Fig. 1: run 1, clock distribution
(2 px per µm)
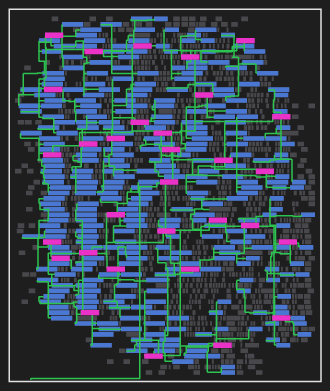
Fig. 2: run 1, wire density map
(2 px per µm) 31 x 37 tiles, from white (low) to dark blue (high), scaled to the fullest tile. Values are wire area over tile area, all layers added.
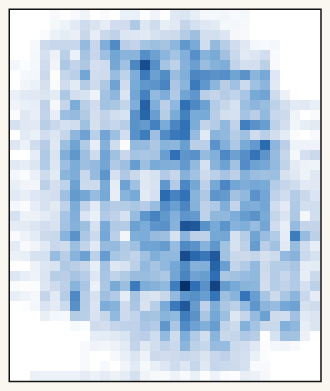
Fig. 3: run 1, nets reached from selected ports
(2 px per µm)
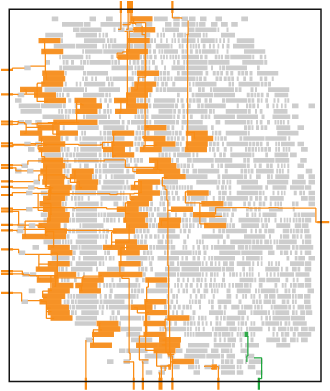
**config.mk**
```make
export PLATFORM = sky130hd
export DESIGN_NAME = ats21_cmd_sequencer_flat
export DESIGN_NICKNAME = d
export VERILOG_FILES = /design/src/rtl/ats21_pkg.sv /design/src/rtl/ats21_cmd_sequencer_if.sv /design/src/rtl/ats21_cmd_fifo.sv /design/src/rtl/ats21_cmd_sequencer.sv /design/src/flat_wrapper.sv
export SDC_FILE = /design/constraint.sdc
export NUM_CORES = 1
export LEC_CHECK = 0
export ABC_AREA = 1
export CAP_MARGIN = 20
export CORE_ASPECT_RATIO = 1.2
export CORE_MARGIN = 2
export CORE_UTILIZATION = 52
export DETAILED_ROUTE_END_ITERATION = 8
export PLACE_DENSITY = 0.76
export SYNTH_ARGS = -nofsm -noshare
export SYNTH_HDL_FRONTEND = slang
export SYNTH_SLANG_ARGS = --single-unit
```
**constraint.sdc**
```tcl
create_clock -name clk -period 4.54 [get_ports clk]
set_clock_uncertainty 0.2 [all_clocks]
set_input_delay 0.908 -clock clk [delete_from_list [all_inputs] [get_ports clk]]
set_output_delay 0.908 -clock clk [all_outputs]
set_load 0.01 [all_outputs]
```
**src/rtl/ats21_pkg.sv**
```systemverilog
// Shared types and helpers for the ats21 command path: opcodes, command pairs,
// sequencer states and the opcode sanitiser.
package ats21_pkg;

   typedef enum logic [2:0] {
      nop       = 3'b000,
      set_clk   = 3'b001,
      clk_en    = 3'b010,
      set_mode  = 3'b011,
      set_alarm = 3'b101,
      set_timer = 3'b110,
      at_en     = 3'b111
   } opcode_t;

   localparam int          OPC_HI     = 31;
   localparam int          OPC_LO     = 29;
   localparam logic [2:0]  OP_ILLEGAL = 3'b100;

   typedef struct packed {
      logic [31:0] a;
      logic [31:0] b;
   } cmd_pair_t;

   typedef enum logic [1:0] {
      ST_IDLE,
      ST_UPPER,
      ST_LOWER
   } seq_state_t;

   function automatic logic is_illegal(input logic [31:0] cmd);
      return cmd[OPC_HI:OPC_LO] == OP_ILLEGAL;
   endfunction

   // The undefined opcode becomes nop; operand bits pass through untouched.
   function automatic logic [31:0] sanitise_cmd(input logic [31:0] cmd);
      logic [31:0] res;
      res = cmd;
      if (is_illegal(cmd)) res[OPC_HI:OPC_LO] = nop;
      return res;
   endfunction

   function automatic logic is_nop_pair(input cmd_pair_t p);
      return (p.a[OPC_HI:OPC_LO] == nop) && (p.b[OPC_HI:OPC_LO] == nop);
   endfunction

endpackage

```
**src/rtl/ats21_cmd_sequencer_if.sv**
```systemverilog
// Host command port and target half-word port of the ats21 command sequencer.
interface ats21_cmd_sequencer_if;

   logic        cmd_valid;
   logic        cmd_ready;
   logic [31:0] cmd_a;
   logic [31:0] cmd_b;
   logic        req;
   logic [15:0] ctrlA;
   logic [15:0] ctrlB;
   logic        ready;

   modport master (
      output cmd_valid, cmd_a, cmd_b, ready,
      input  cmd_ready, req, ctrlA, ctrlB
   );

   modport slave (
      input  cmd_valid, cmd_a, cmd_b, ready,
      output cmd_ready, req, ctrlA, ctrlB
   );

endinterface

```
**src/rtl/ats21_cmd_fifo.sv**
```systemverilog
// Synchronous FIFO of command pairs; exposes the head and the entry behind it
// so the sequencer can chain pairs back-to-back.
module ats21_cmd_fifo
   import ats21_pkg::*;
#(
   parameter int DEPTH = 4
) (
   input  logic      clk,
   input  logic      reset,
   input  logic      push_i,
   input  cmd_pair_t push_data_i,
   input  logic      pop_i,
   output logic      full_o,
   output logic      empty_o,
   output cmd_pair_t head_o,
   output cmd_pair_t next_o,
   output logic      has_next_o
);

   localparam int AW = $clog2(DEPTH);

   cmd_pair_t      mem_q [DEPTH];
   logic [AW:0]    wr_ptr_q;
   logic [AW:0]    rd_ptr_q;
   logic [AW:0]    count;
   logic [AW-1:0]  rd_nxt;

   assign count      = wr_ptr_q - rd_ptr_q;
   assign full_o     = (count == (AW+1)'(DEPTH));
   assign empty_o    = (count == '0);
   assign has_next_o = (count > (AW+1)'(1));
   assign rd_nxt     = rd_ptr_q[AW-1:0] + AW'(1);
   assign head_o     = mem_q[rd_ptr_q[AW-1:0]];
   assign next_o     = mem_q[rd_nxt];

   always_ff @(posedge clk) begin
      if (push_i && !full_o) mem_q[wr_ptr_q[AW-1:0]] <= push_data_i;
   end

   always_ff @(posedge clk) begin
      if (reset) begin
         wr_ptr_q <= '0;
         rd_ptr_q <= '0;
      end else begin
         if (push_i && !full_o) wr_ptr_q <= wr_ptr_q + (AW+1)'(1);
         if (pop_i && !empty_o) rd_ptr_q <= rd_ptr_q + (AW+1)'(1);
      end
   end

endmodule

```
**src/rtl/ats21_cmd_sequencer.sv**
```systemverilog
// Buffers sanitised command pairs and issues each as an upper then a lower
// 16-bit half under the target's req/ready handshake.
module ats21_cmd_sequencer
   import ats21_pkg::*;
#(
   parameter int DEPTH    = 4,
   parameter bit DROP_NOP = 1'b1
) (
   input  logic                   clk,
   input  logic                   reset,
   ats21_cmd_sequencer_if.slave   bus,
   output logic                   busy,
   output logic                   bad_op,
   input  logic                   clr_err,
   output logic [15:0]            issued_count
);

   seq_state_t  state_q, state_d;
   logic        req_q, req_d;
   logic [15:0] ctrl_a_q, ctrl_a_d;
   logic [15:0] ctrl_b_q, ctrl_b_d;
   logic [15:0] cnt_q, cnt_d;
   logic        bad_q, bad_d;

   logic        full, empty, has_next, push, pop;
   cmd_pair_t   push_pair, head, next;

   function automatic logic dropped(input cmd_pair_t p);
      return DROP_NOP && is_nop_pair(p);
   endfunction

   assign push      = bus.cmd_valid && !full;
   assign push_pair = '{a: sanitise_cmd(bus.cmd_a), b: sanitise_cmd(bus.cmd_b)};

   ats21_cmd_fifo #(.DEPTH(DEPTH)) u_fifo (
      .clk         (clk),
      .reset       (reset),
      .push_i      (push),
      .push_data_i (push_pair),
      .pop_i       (pop),
      .full_o      (full),
      .empty_o     (empty),
      .head_o      (head),
      .next_o      (next),
      .has_next_o  (has_next)
   );

   always_ff @(posedge clk) begin
      if (reset) begin
         state_q  <= ST_IDLE;
         req_q    <= 1'b0;
         ctrl_a_q <= '0;
         ctrl_b_q <= '0;
         cnt_q    <= '0;
         bad_q    <= 1'b0;
      end else begin
         state_q  <= state_d;
         req_q    <= req_d;
         ctrl_a_q <= ctrl_a_d;
         ctrl_b_q <= ctrl_b_d;
         cnt_q    <= cnt_d;
         bad_q    <= bad_d;
      end
   end

   always_comb begin
      state_d  = state_q;
      req_d    = req_q;
      ctrl_a_d = ctrl_a_q;
      ctrl_b_d = ctrl_b_q;
      cnt_d    = cnt_q;
      pop      = 1'b0;

      // A newly detected bad opcode outranks a simultaneous clear.
      bad_d = bad_q;
      if (clr_err) bad_d = 1'b0;
      if (push && (is_illegal(bus.cmd_a) || is_illegal(bus.cmd_b))) bad_d = 1'b1;

      unique case (state_q)
         ST_IDLE: begin
            if (!empty) begin
               if (dropped(head)) begin
                  pop = 1'b1;
               end else begin
                  req_d    = 1'b1;
                  ctrl_a_d = head.a[31:16];
                  ctrl_b_d = head.b[31:16];
                  state_d  = ST_UPPER;
               end
            end
         end
         ST_UPPER: begin
            if (bus.ready) begin
               ctrl_a_d = head.a[15:0];
               ctrl_b_d = head.b[15:0];
               state_d  = ST_LOWER;
            end
         end
         ST_LOWER: begin
            if (bus.ready) begin
               pop   = 1'b1;
               cnt_d = cnt_q + 16'd1;
               if (has_next && !dropped(next)) begin
                  ctrl_a_d = next.a[31:16];
                  ctrl_b_d = next.b[31:16];
                  state_d  = ST_UPPER;
               end else begin
                  req_d    = 1'b0;
                  ctrl_a_d = '0;
                  ctrl_b_d = '0;
                  state_d  = ST_IDLE;
               end
            end
         end
         default: state_d = ST_IDLE;
      endcase
   end

   assign bus.cmd_ready = !full;
   assign bus.req       = req_q;
   assign bus.ctrlA     = ctrl_a_q;
   assign bus.ctrlB     = ctrl_b_q;
   assign busy          = !empty || (state_q != ST_IDLE);
   assign bad_op        = bad_q;
   assign issued_count  = cnt_q;

endmodule

```
**src/flat_wrapper.sv**
```systemverilog
// flat-port wrapper written by rule: the top's interface ports become plain ports
module ats21_cmd_sequencer_flat import ats21_pkg::*;
#(
   parameter int DEPTH    = 4,
   parameter bit DROP_NOP = 1'b1
)
  (clk, reset, busy, bad_op, clr_err, issued_count, bus_cmd_valid, bus_cmd_a, bus_cmd_b, bus_ready, bus_cmd_ready, bus_req, bus_ctrlA, bus_ctrlB);
  ats21_cmd_sequencer_if bus_i ();
  input  logic clk;
  input  logic reset;
  output logic busy;
  output logic bad_op;
  input  logic clr_err;
  output logic [15:0] issued_count;
  input wire logic [$bits(bus_i.cmd_valid)-1:0] bus_cmd_valid;
  input wire logic [$bits(bus_i.cmd_a)-1:0] bus_cmd_a;
  input wire logic [$bits(bus_i.cmd_b)-1:0] bus_cmd_b;
  input wire logic [$bits(bus_i.ready)-1:0] bus_ready;
  output wire logic [$bits(bus_i.cmd_ready)-1:0] bus_cmd_ready;
  output wire logic [$bits(bus_i.req)-1:0] bus_req;
  output wire logic [$bits(bus_i.ctrlA)-1:0] bus_ctrlA;
  output wire logic [$bits(bus_i.ctrlB)-1:0] bus_ctrlB;
  assign bus_i.cmd_valid = bus_cmd_valid;
  assign bus_i.cmd_a = bus_cmd_a;
  assign bus_i.cmd_b = bus_cmd_b;
  assign bus_i.ready = bus_ready;
  assign bus_cmd_ready = bus_i.cmd_ready;
  assign bus_req = bus_i.req;
  assign bus_ctrlA = bus_i.ctrlA;
  assign bus_ctrlB = bus_i.ctrlB;
  ats21_cmd_sequencer #(.DEPTH(DEPTH), .DROP_NOP(DROP_NOP)) u_core (.clk(clk), .reset(reset), .bus(bus_i), .busy(busy), .bad_op(bad_op), .clr_err(clr_err), .issued_count(issued_count));
endmodule
```
==> impl_metrics.tcl, run 1 <==
# collected from the flow reports
set metrics [dict create \
    nFillCells 2110 \
    synth-warning-count 0 \
    fp_nets 1581 \
    power_leader "registers" \
    status "complete, no violations" \
    antennaDiodeCount 0 \
    rsz0062_at_grt "no" \
    gp_congestion 0.917 \
    most-common-layout-cells "nand2_1 (377), edfxtp_1 (256), nand3_1 (184)" \
    yosysTopAreaCell "edfxtp_1" \
    clkPwrFrac_pct 30.9 \
    cts_tree "yes" \
    fin_nets 1669 \
    htree_levels 1 \
    die_h_um 185 \
    flop_cell "edfxtp_1" \
    root_buffer "clkbuf_16" \
    power.density_mw_per_mm2 511 \
    max_freq_mhz 253 \
    layout_top_cell "nand2_1" \
    drc_errors 0 \
    area_leaders "edfxtp_1 (54%), nand2_1 (9.9%), dfxtp_1 (8.4%), nand3_1 (6.5%), a21oi_1 (5.3%)" \
    hold_class "register to register" \
    p_seq_mw 3.52 \
    synth.distinct_cells 32 \
    startpoint_type "register" \
    area_growth_pct 17.8 \
]
-- Fig. 1 (at the start) --
[clock-net drivers] magenta | count: 31
[clock wires] green | length: 3420 µm
[flip-flops] blue | count: 316
flops lie: spread over the die

-- Fig. 2 (at the start) --
mean over tiles: 0.20
nearly empty tiles: 13%
emptiest ninth of the die: south-west
drt wl/cell: 17.7 µm
final wirelength: 34.6 mm
Vias: 11000
gr usage total: 24.1%

-- Fig. 3 (at the start) --
[bus_cmd_b] orange | bits: 32 | direction: input | end cells: 127 | buffers: 32 | wire: 1850 µm
[bus_cmd_ready] green | bits: 1 | direction: output | end cells: 1 | buffers: 1 | wire: 29.5 µm

run 1: worst max-delay path, cell delays in order (launching register included):
cell             delay (ps)
dfxtp_1                 500
ha_1                    310
fa_1                    440
inv_1                    70
nand3_1                 110
nand2_1                 110
nor2_1                   50
nand2_1                 120
clkdlybuf4s50_1         570
run 1: layout make-up:
| type | count | area, µm² | area share [%] |
|---|---|---|---|
| Inverter | 147 | 552 | 3.29 |
| Clock inverter | 24 | 272 | 1.62 |
| Clock buffer | 34 | 787 | 4.69 |
| Multi-Input combinational cell | 946 | 4380 | 26.1 |
| Tap cell | 340 | 425 | 2.54 |
| Sequential cell | 316 | 8890 | 53.0 |
| Timing Repair Buffer | 146 | 1470 | 8.77 |
run 1: metal layers:
layer / global-route usage (%) / wire length (µm) / vias up
li1: - / - / 5245
met1: 32.5 / 14100 / 5149
met2: 40.2 / 16400 / 537
met3: 2.62 / 2990 / 74
met4: 9.44 / 1090 / 0
met5: 0 / 0 / -
run 1: stage by stage:
step                setup TNS (ps)  worst slack, ps  instances  cell area, µm²
floorplan                   -80940             -422       1500           14200
global placement                 0             1180       1895           15700
detailed placement               0             1150       1895           15700
CTS                              0              580       1953           16800
global route                     0              409       1953           16800
finish                           0              584       1953           16800
run 1: worst paths after layout:
kind / cells after the start / end / slack, ps
worst max-delay path: 8 / busy / 580
worst min-delay path: 2 / u_core.issued_count[15] / 270
worst max register to register: 6 / u_core.u_fifo.mem_q[3][36] / 1100
worst min register to register: 2 / u_core.issued_count[15] / 270
run 1: cell families after synthesis:
group,Yosys count,synth area share [%]
and+or+nand+nor,649,19.2
DFF,316,62.4
AOI/OAI and AO/OA,281,9.96
buffers and inverters,238,7.10
adders and majority gates,12,1.11
xor gates and xnor gates,3,0.184
muxes,1,0.0790
==> run 2, diff against run 1 <==
--- a/config.mk
+++ b/config.mk
@@ -12,6 +12,7 @@
 export CORE_UTILIZATION = 52
 export DETAILED_ROUTE_END_ITERATION = 8
 export PLACE_DENSITY = 0.76
+export REMOVE_ABC_BUFFERS = 1
 export SYNTH_ARGS = -nofsm -noshare
 export SYNTH_HDL_FRONTEND = slang
 export SYNTH_SLANG_ARGS = --single-unit
==> run 2 against run 1 <==
Effect of this change: hold slack better by 12 ps; power shrank 3.1%; via count is 0.51% lower; sequential power about the same; register-to-register slack about the same; utilization shrank 0.57 points; largest power group unchanged.
==> impl_metrics.tcl, run 2 <==
# collected from the flow reports
set metrics [dict create \
    r2r_setup_slack_ps 1090 \
    fin_cells 1947 \
    drc_errors 0 \
    place_ws_ps 1110 \
    hold_class "register to register" \
    worstPathCellList "ha_1, fa_1, inv_1, nand3_1, nand2_1, nor2_1, nand2_1, clkdlybuf4s50_1" \
    vias 10900 \
    layout_top_cell "nand2_1" \
    power.density_mw_per_mm2 499 \
    status "complete, no violations" \
    startpoint_type "register" \
    htree_levels 1 \
    crit_top_cell "nand2_1" \
    crit_buf_inv 2 \
    comb_area_mm2 0.00438 \
    place_area_mm2 0.0157 \
    flop_cell "edfxtp_1" \
    die_h_um 185 \
    final.setup.worst_slack_ps 622 \
    dp_cells 1891 \
    synth.distinct_cells 32 \
    max_freq_mhz 255 \
    yosysTopAreaCell "edfxtp_1" \
    wirelength_mm 34.5 \
    final_area_mm2 0.0166 \
    fin_nets 1664 \
    area_growth_pct 16.7 \
    cts_tree "yes" \
    crit_family "adder cells" \
    slowest_stage "clkdlybuf4s50_1" \
    nFillCells 2110 \
    antennaDiodeCount 0 \
    area_leaders "edfxtp_1 (54%), nand2_1 (9.9%), dfxtp_1 (8.4%), nand3_1 (6.5%), a21oi_1 (5.3%)" \
    most-common-layout-cells "nand2_1 (377), edfxtp_1 (256), nand3_1 (184)" \
]
[run 2: cell counts after synthesis]
No cell type changed its count.
[run 2: worst paths after layout]
kind	from	endpoint	cells after the start
max	u_core.u_fifo.rd_ptr_q[0]	busy	8
min	u_core.issued_count[15]	u_core.issued_count[15]	2
max reg2reg	u_core.u_fifo.rd_ptr_q[0]	u_core.state_q[0]	11
min reg2reg	u_core.issued_count[15]	u_core.issued_count[15]	2
[run 2: power by group through the flow]
stage	clock [mW]	combinational, mW	sequential [mW]
final	2.44	2.34	3.52
after global routing	2.59	2.60	3.54
after CTS	2.47	2.33	3.52
after detailed placement	0	2.31	3.58
after global placement	0	2.27	3.57
after floorplan	0	1.35	3.63
[run 2: logic make-up (layout without fill, tap and decap cells)]
group / count (synthesis) / count (layout) / synth area share [%]
xor gates and xnor gates: 3 / 3 / 0.184
adders and majority gates: 12 / 12 / 1.11
and+or+nand+nor: 649 / 649 / 19.2
muxes: 1 / 1 / 0.0790
DFF: 316 / 316 / 62.4
buffers and inverters: 238 / 345 / 7.10
AOI/OAI and AO/OA: 281 / 281 / 9.96
[run 2: through the flow]
| stage | power, mW | TNS (ps) |
|---|---|---|
| after floorplan | 4.97 | -166230 |
| after global placement | 5.84 | 0 |
| after detailed placement | 5.89 | 0 |
| after CTS | 8.32 | 0 |
| after global routing | 8.73 | 0 |
| final | 8.30 | 0 |
[run 2: layout make-up]
type                            count  share of cell area, %
Sequential cell                   316                   53.5
Multi-Input combinational cell    946                   26.3
Timing Repair Buffer              142                   8.52
Clock buffer                       40                   4.93
Inverter                          147                   3.33
Tap cell                          340                   2.56
Clock inverter                     16                  0.835
[run 2: metal layers]
layer	wire [µm]	track usage (%)	vias up
li1	-	-	5234
met3	2680	3.30	80
met4	978	9.41	0
met5	0	0	-
met2	16800	40.7	449
met1	14000	30.9	5186
Fig. 4: run 2, clock distribution
(2 px per µm)
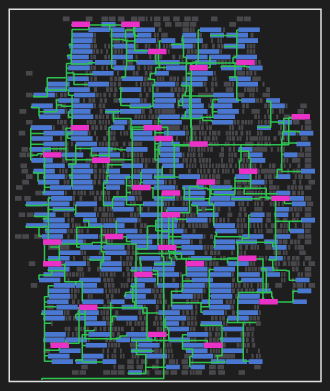
Clock Latency Late Sink: 560 ps
clock network power share: 29.4%
clock network power: 2.44 mW

Fig. 5: run 2, congestion heat map
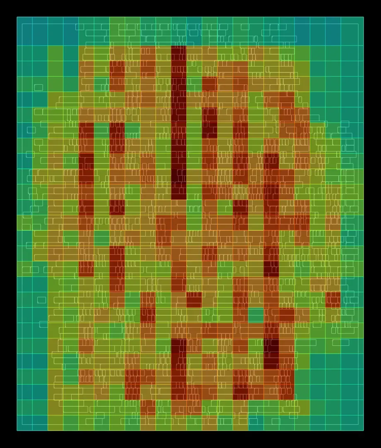
gr usage total: 23.8%
drt wl/cell: 17.7 µm
grt peak-use layer: met2

==> run 3, diff against run 2 <==
--- a/config.mk
+++ b/config.mk
@@ -5,7 +5,7 @@
 export SDC_FILE = /design/constraint.sdc
 export NUM_CORES = 1
 export LEC_CHECK = 0
-export ABC_AREA = 1
+export ABC_AREA = 0
 export CAP_MARGIN = 20
 export CORE_ASPECT_RATIO = 1.2
 export CORE_MARGIN = 2
==> run 3 against run 2 <==
Effect of this change: global-route usage shrank 2.0 points; largest cell class unchanged; critical endpoint unchanged; highest routed layer unchanged; cell count down 40%; count of clock-buffer cells in the layout is 1 lower; sequential cell count unchanged; synthesized area is 7.7% lower; non-clock buffer count is 9 lower; power down 10%; register-to-register slack got worse by 140 ps; first-iteration DRC count decreased by 48%; critical path depth fell by 1; combinational power fell by about 40%; final area decreased by 6.1%.
==> impl_metrics.tcl, run 3 <==
# collected from the flow reports
set metrics [dict create \
    dp_cells 1114 \
    startpoint "u_core.u_fifo.wr_ptr_q[0]" \
    antennaDiodeCount 0 \
    gp_congestion 0.791 \
    worstHoldStart "u_core.bus.ctrlA[12]" \
    worstPathCellList "inv_1, ha_1, fa_1, xor3_1, nor2_1, nand2_1, clkdlybuf4s50_1" \
    drc_errors 0 \
    yosysTopAreaCell "edfxtp_1" \
    crit_family "adder cells" \
    ys_sh_mux_pct 16.9 \
    min_delay_path_depth 1 \
    synthTopLogicFamily "multiplexers" \
    most-common-layout-cells "edfxtp_1 (256), clkdlybuf4s50_1 (120), mux4_2 (91)" \
    use_met2_pct 39.6 \
    grt_use_met3_pct 3.55 \
    layout_top_cell "edfxtp_1" \
    slowest_stage "clkdlybuf4s50_1" \
    htree_levels 1 \
    area_growth_pct 18.8 \
    fin_nets 901 \
    clk_latency_ps 550 \
    synth.distinct_cells 53 \
    crit_path_max_incr_delay_ps 490 \
    r2r_setup_slack_ps 950 \
    min_to "u_core.bus.ctrlA[12]" \
    xor_area_share_pct 1.11 \
    cts_tree "yes" \
    yosys.area_share.adder_pct 1.20 \
    wirelength_mm 28.4 \
    r2r-end "u_core.bus.ctrlB[10]" \
    place_area_mm2 0.0146 \
    power.density_mw_per_mm2 478 \
    track_usage_pct 21.8 \
    startpoint_type "register" \
    crit_path_end "busy" \
    use_met1_pct 27.2 \
    synth-compound-area-share_pct 6.21 \
    ys_sh_simple_pct 4.10 \
    area_leaders "edfxtp_1 (58%), mux4_2 (16%), dfxtp_1 (9.1%), a221o_1 (2.0%), a32o_1 (2.0%)" \
    status "complete, no violations" \
]
==> run 3: cell types whose count changed after synthesis, moves of 34 or more <==
| cell | previous run | this run |
|---|---|---|
| nand3_1 | 184 | 5 |
| a21oi_1 | 150 | 10 |
| o21ai_0 | 92 | 9 |
| nand2_1 | 377 | 14 |
| mux4_2 | 0 | 91 |
| o21ai_1 | 34 | 0 |
| nor2_1 | 66 | 25 |
| inv_1 | 141 | 14 |
==> run 3: stage by stage <==
stage / total power, mW / hold slack, ps / TNS, ps / setup WS [ps]
2_1_floorplan: 4.33 / 246 / -14270 / -454
3_3_place_gp: 4.89 / 250 / 0 / 1100
3_5_place_dp: 4.95 / 263 / 0 / 996
4_1_cts: 7.50 / 278 / 0 / 575
5_1_grt: 7.73 / 300 / 0 / 423
6_report: 7.47 / 271 / 0 / 573
==> run 3: routing by layer <==
metal / vias to the layer above / share of wire (%)
met1: 3816 / 38
met3: 55 / 7.0
li1: 3139 / -
met2: 318 / 53
met5: - / 0
met4: 0 / 2.1
==> run 3: power by group through the flow <==
| stage | clock, mW | sequential (mW) | combinational, mW |
|---|---|---|---|
| 3_5_place_dp | 0 | 3.55 | 1.40 |
| 2_1_floorplan | 0 | 3.56 | 0.778 |
| 3_3_place_gp | 0 | 3.53 | 1.36 |
| 4_1_cts | 2.60 | 3.49 | 1.41 |
| 5_1_grt | 2.72 | 3.50 | 1.51 |
| 6_report | 2.57 | 3.49 | 1.41 |
==> run 3: final cells by class <==
| class | instances | area, µm² |
|---|---|---|
| repair buffers | 133 | 1350 |
| well taps | 325 | 407 |
| inverters | 15 | 56.3 |
| clock inverters | 14 | 223 |
| flip-flops and latches | 316 | 8900 |
| clock buffers | 39 | 783 |
| fillers | 1719 | 9140 |
| multi-input cells | 325 | 3900 |
Fig. 6: run 3, wire density map
(2 px per µm) 30 x 36 tiles, from white (low) to dark blue (high), scaled to the fullest tile. Values are wire area over tile area, all layers added.
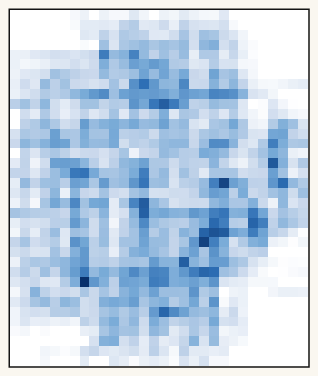
fullest tile: 0.63
nearly empty tiles: 16%
mean over tiles: 0.17
emptiest ninth of the die: south-east
tiles over half the peak: 13%

Fig. 7: run 3, nets reached from selected ports
(3 px per µm)
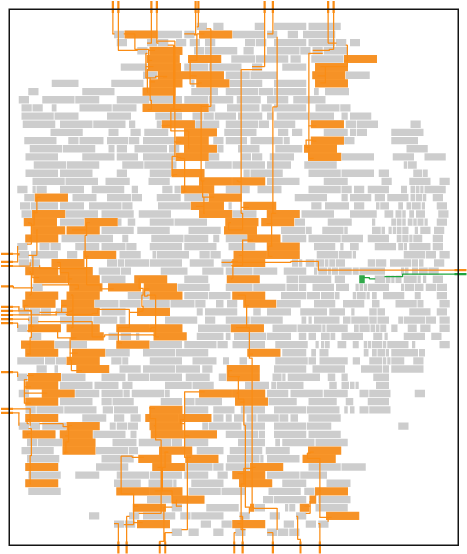
IO Count: 121
# port buffers: 120


==> layout pictures side by side <==
Selected gate families.
(2 px per µm)
picture 1
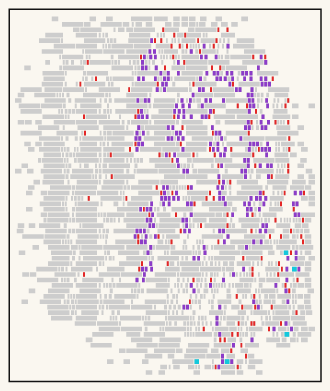
picture 2
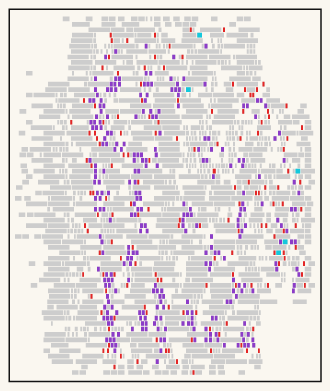
picture 3
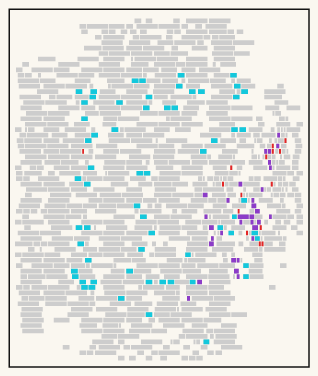
- picture 2 = run 2
- picture 3 = run 3
- picture 1 = run 1

Power and IR drop assume default switching activity.
